### Where the registers sit, run 1

Other sequential cells in the stronger gray, the rest of the logic in the fainter gray.
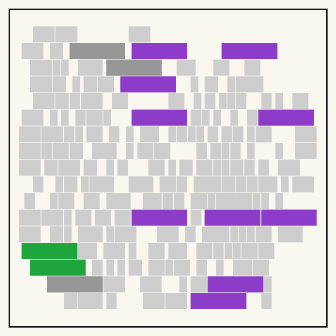
### Signal wires on met3, run 1

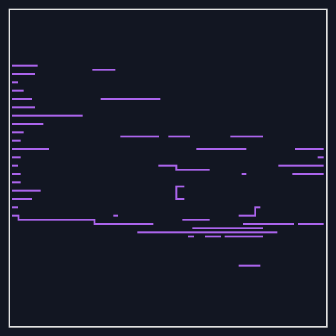
### Cell placement, run 1

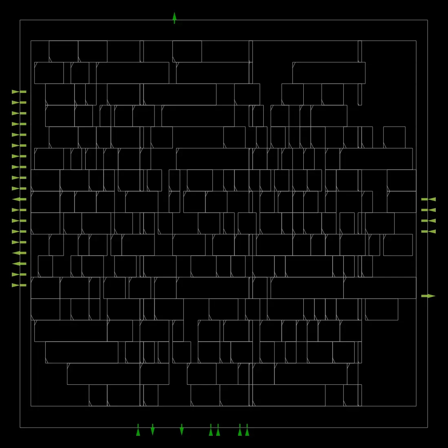
### Port wiring, run 1

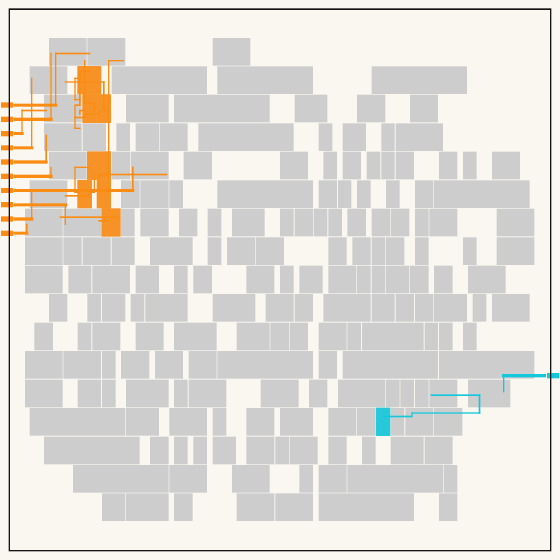
--- src/rtl/counter_seq_ctrl_pkg.sv ---
// Shared types and constants for the modulo-1000 counter sequencer.
package counter_seq_ctrl_pkg;

   typedef enum logic [1:0] {
      StIdle,
      StRun,
      StFin
   } state_e;

   localparam int unsigned DEF_WIDTH   = 10;
   localparam int unsigned DEF_MAX_VAL = 999;

   localparam logic DIR_UP   = 1'b1;
   localparam logic DIR_DOWN = 1'b0;

endpackage

--- src/rtl/counter_seq_ctrl.sv ---
// Command sequencer driving a modulo-(MAX_VAL+1) up/down counter for N steps.
// Optional COUNTER_SEQ_CTRL_PAUSE_EN adds a pause input that freezes stepping.
module counter_seq_ctrl
   import counter_seq_ctrl_pkg::*;
#(
   parameter int unsigned WIDTH   = DEF_WIDTH,
   parameter int unsigned MAX_VAL = DEF_MAX_VAL
) (
   input  logic             clk,
   input  logic             rst,
   input  logic             cmd_valid,
   output logic             cmd_ready,
   input  logic             cmd_dir,
   input  logic [WIDTH-1:0] cmd_steps,
   input  logic             abort,
`ifdef COUNTER_SEQ_CTRL_PAUSE_EN
   input  logic             pause,
`endif
   input  logic [WIDTH-1:0] cnt_value,
   output logic             cnt_en,
   output logic             cnt_mode,
   output logic             busy,
   output logic             done,
   output logic             aborted,
   output logic             wrap
);

   state_e           state_q, state_d;
   logic             dir_q, dir_d;
   logic [WIDTH-1:0] remaining_q, remaining_d;
   logic             aborted_q, aborted_d;
   logic             wrap_q, wrap_d;

   logic pause_act;
   logic running;
   logic step;
   logic at_max;
   logic at_zero;

`ifdef COUNTER_SEQ_CTRL_PAUSE_EN
   assign pause_act = pause;
`else
   assign pause_act = 1'b0;
`endif

   assign running = (state_q == StRun);
   assign step    = running && !abort && !pause_act;
   assign at_max  = (cnt_value == WIDTH'(MAX_VAL));
   assign at_zero = (cnt_value == '0);

   always_comb begin
      state_d     = state_q;
      dir_d       = dir_q;
      remaining_d = remaining_q;
      aborted_d   = 1'b0;
      // Wrap is judged on the value the counter holds before this step lands.
      wrap_d      = step && (((dir_q == DIR_UP) && at_max) ||
                             ((dir_q == DIR_DOWN) && at_zero));

      unique case (state_q)
         StIdle: begin
            if (cmd_valid) begin
               dir_d       = cmd_dir;
               remaining_d = cmd_steps;
               state_d     = (cmd_steps == '0) ? StFin : StRun;
            end
         end
         StRun: begin
            if (abort) begin
               aborted_d   = 1'b1;
               remaining_d = '0;
               state_d     = StIdle;
            end else if (!pause_act) begin
               if (remaining_q == WIDTH'(1)) begin
                  state_d = StFin;
               end
               remaining_d = remaining_q - WIDTH'(1);
            end
         end
         StFin: begin
            state_d = StIdle;
         end
         default: begin
            state_d = StIdle;
         end
      endcase
   end

   always_ff @(posedge clk or posedge rst) begin
      if (rst) begin
         state_q     <= StIdle;
         dir_q       <= DIR_DOWN;
         remaining_q <= '0;
         aborted_q   <= 1'b0;
         wrap_q      <= 1'b0;
      end else begin
         state_q     <= state_d;
         dir_q       <= dir_d;
         remaining_q <= remaining_d;
         aborted_q   <= aborted_d;
         wrap_q      <= wrap_d;
      end
   end

   assign cmd_ready = (state_q == StIdle) && !rst;
   assign cnt_en    = step;
   assign cnt_mode  = running ? dir_q : DIR_DOWN;
   assign busy      = running;
   assign done      = (state_q == StFin);
   assign aborted   = aborted_q;
   assign wrap      = wrap_q;

endmodule
--- config.mk ---
export PLATFORM = sky130hd
export DESIGN_NAME = counter_seq_ctrl
export DESIGN_NICKNAME = d
export VERILOG_FILES = /design/src/rtl/counter_seq_ctrl_pkg.sv /design/src/rtl/counter_seq_ctrl.sv
export SDC_FILE = /design/constraint.sdc
export NUM_CORES = 1
export LEC_CHECK = 0
export ABC_AREA = 1
export CORE_MARGIN = 1
export CORE_UTILIZATION = 40
export CTS_CLUSTER_SIZE = 16
export DETAILED_ROUTE_END_ITERATION = 16
export GPL_ROUTABILITY_DRIVEN = 0
export PLACE_DENSITY = 0.74
export SYNTH_ARGS = -nofsm -noshare
export SYNTH_HDL_FRONTEND = slang
export SYNTH_SLANG_ARGS = --single-unit
--- constraint.sdc ---
create_clock -name clk -period 1.35 [get_ports clk]
set_input_delay 0.405 -clock clk [delete_from_list [all_inputs] [get_ports clk]]
set_output_delay 0.405 -clock clk [all_outputs]
set_load 0.01 [all_outputs]
==> results.yml, run 1 <==
# implementation run metrics
run_status:
  status: "complete, but fails checks"
  violations: "setup timing"
worst_setup_path:
  setup.worst_path.end: "done"
  crit_buf_inv: 4
flow_run:
  maxCapViolCount: 0
logic_synthesis:
  syn_area_sq_um: 983
  syn_nets: 161
  yosys_warnings: 0
sta:
  setup_tns_ns: -2.62
  setup_viol: 17
  rsz0062_at_grt: "yes"
  setup_slack_ns: -0.268
clock_network:
  cts-root-buf: "clkbuf_4"
  cts.sinks: 15
power_and_ir_drop:
  vdd_ir_drop_max_mv: 1.31
  power_leader: "combinational cells"
global_routing:
  grtUsageMet2_pct: 43.9
final_layout:
  largestClassByArea: "combinational gates"
  logic_gates: 98
detailed_routing:
  drt-pass1-iter-count: 4
placement:
  hpwlAfterDp_mm: 2.14
die:
  fp.coreArea_sq_um: 2250
Back to the opening pictures, 'Where the registers sit':
[purple] remaining_q | placed flops: 10
[green] state_q | placed flops: 2
not colored: 3
P_seq: 0.818 mW
flop share of the area: 23.8%
post-layout util: 70.1%

Back to the opening pictures, 'Signal wires on met3':
share of all routed wire: 7.0%
wire length on this layer: 209 microns
main direction: horizontal
grt met3 use: 4.97%
Via Count: 1154
final WL: 3.01 mm

Back to the opening pictures, 'Cell placement':
Row Count: 17
Tapcells: 28

Back to the opening pictures, 'Port wiring':
[orange] cnt_value | bits: 10 | direction: input | edge: west | end cells: 7 | wire: 136 microns
[cyan] cnt_en | bits: 1 | direction: output | edge: east | end cells: 1 | wire: 21.3 microns
Port Buffer Count: 31
I/O pin count: 32

### Routed metal per tile, run 1

10 x 10 tiles, from black (low) to pale yellow (high), scaled to the fullest tile. Values are wire area over tile area, all layers added.
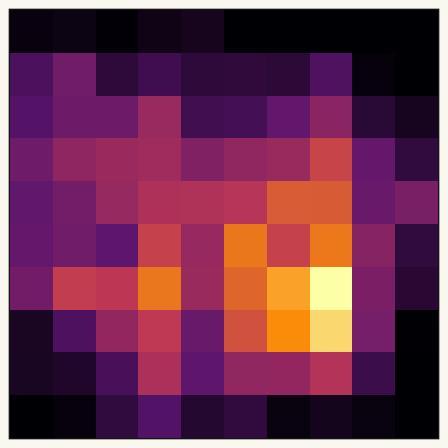

==> run 2: changes to the inputs <==
--- a/config.mk
+++ b/config.mk
@@ -12,6 +12,9 @@
 export DETAILED_ROUTE_END_ITERATION = 16
 export GPL_ROUTABILITY_DRIVEN = 0
 export PLACE_DENSITY = 0.74
+export RECOVER_POWER = 100
+export REMOVE_ABC_BUFFERS = 1
+export SKIP_LAST_GASP = 1
 export SYNTH_ARGS = -nofsm -noshare
 export SYNTH_HDL_FRONTEND = slang
 export SYNTH_SLANG_ARGS = --single-unit
### Routed metal per tile, run 2

10 x 10 tiles, from black (low) to pale yellow (high), scaled to the fullest tile. Values are wire area over tile area, all layers added.
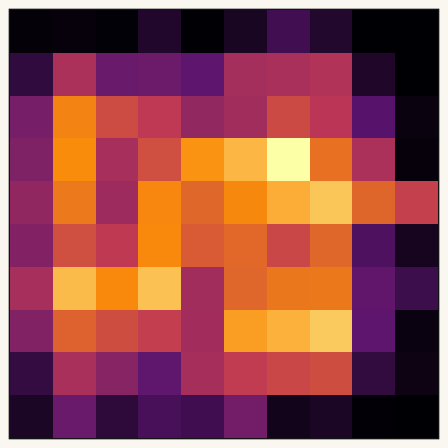
fullest tile: 0.52
nearly empty tiles: 10%
mean over tiles: 0.21
densest ninth of the die: center
tiles over half the peak: 40%
emptiest ninth of the die: north-east
Via Count: 1230
wire length per cell: 15.3 microns

==> results.yml, run 2 <==
# implementation run metrics
final_layout:
  largestClassByArea: "combinational gates"
  seq-cell-share_pct: 20.9
  largest_reg_flops: 10
  logic_gates: 98
die:
  rows: 17
  fp.coreArea_sq_um: 2250
  taps: 28
  ios: 32
power_and_ir_drop:
  vdd_ir_drop_max_mv: 1.82
  p_seq_mw: 0.821
  power_leader: "combinational cells"
clock_network:
  cts.sinks: 15
  cts-root-buf: "clkbuf_4"
  max-clock-path-buffers: 2
sta:
  rsz0062_at_grt: "yes"
  setup_viol: 15
  setup_tns_ns: -2.01
  setup_slack_ns: -0.260
global_routing:
  met3_usage_pct: 6.43
  grtUsageMet2_pct: 42.6
run_status:
  violations: "setup timing"
  status: "complete, but fails checks"
detailed_routing:
  routed_wl_mm: 3.48
flow_run:
  maxCapViolCount: 0
logic_synthesis:
  synth_cells: 134
  ys_sh_mux_pct: 0
  yosys_warnings: 0
  syn_area_sq_um: 983
worst_setup_path:
  setup.worst_path.end: "cnt_en"
  crit_buf_inv: 3
==> run 3: changes to the inputs <==
--- a/config.mk
+++ b/config.mk
@@ -15,6 +15,7 @@
 export RECOVER_POWER = 100
 export REMOVE_ABC_BUFFERS = 1
 export SKIP_LAST_GASP = 1
+export SLEW_MARGIN = 20
 export SYNTH_ARGS = -nofsm -noshare
 export SYNTH_HDL_FRONTEND = slang
 export SYNTH_SLANG_ARGS = --single-unit
### Cell placement, run 3

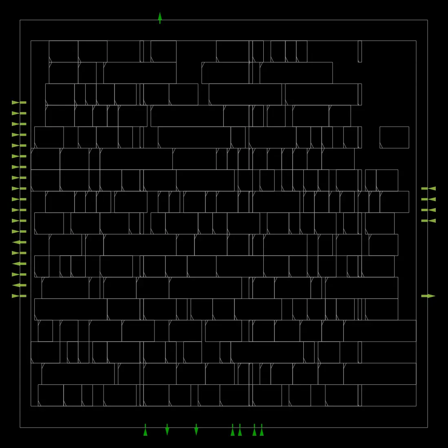
post-layout util: 79.5%
core area: 2250 sq um

==> results.yml, run 3 <==
# implementation run metrics
sta:
  setup_slack_ns: -0.260
  rsz0062_at_grt: "yes"
  setup_viol: 15
detailed_routing:
  vias: 1230
  drt-pass1-iter-count: 4
  routed_wl_mm: 3.48
  wl_per_cell_microns: 15.3
run_status:
  violations: "setup timing"
  status: "complete, but fails checks"
power_and_ir_drop:
  p_seq_mw: 0.821
worst_setup_path:
  crit_buf_inv: 3
  setup.worst_path.end: "cnt_en"
die:
  rows: 17
  taps: 28
placement:
  hpwlAfterDp_mm: 2.19
final_layout:
  largest_reg_flops: 10
  logic_gates: 98
global_routing:
  grtUsageMet2_pct: 42.6
clock_network:
  cts.sinks: 15
  max-clock-path-buffers: 2
logic_synthesis:
  synth_cells: 134
No activity file was given, so power comes from the tool's default toggle rates.
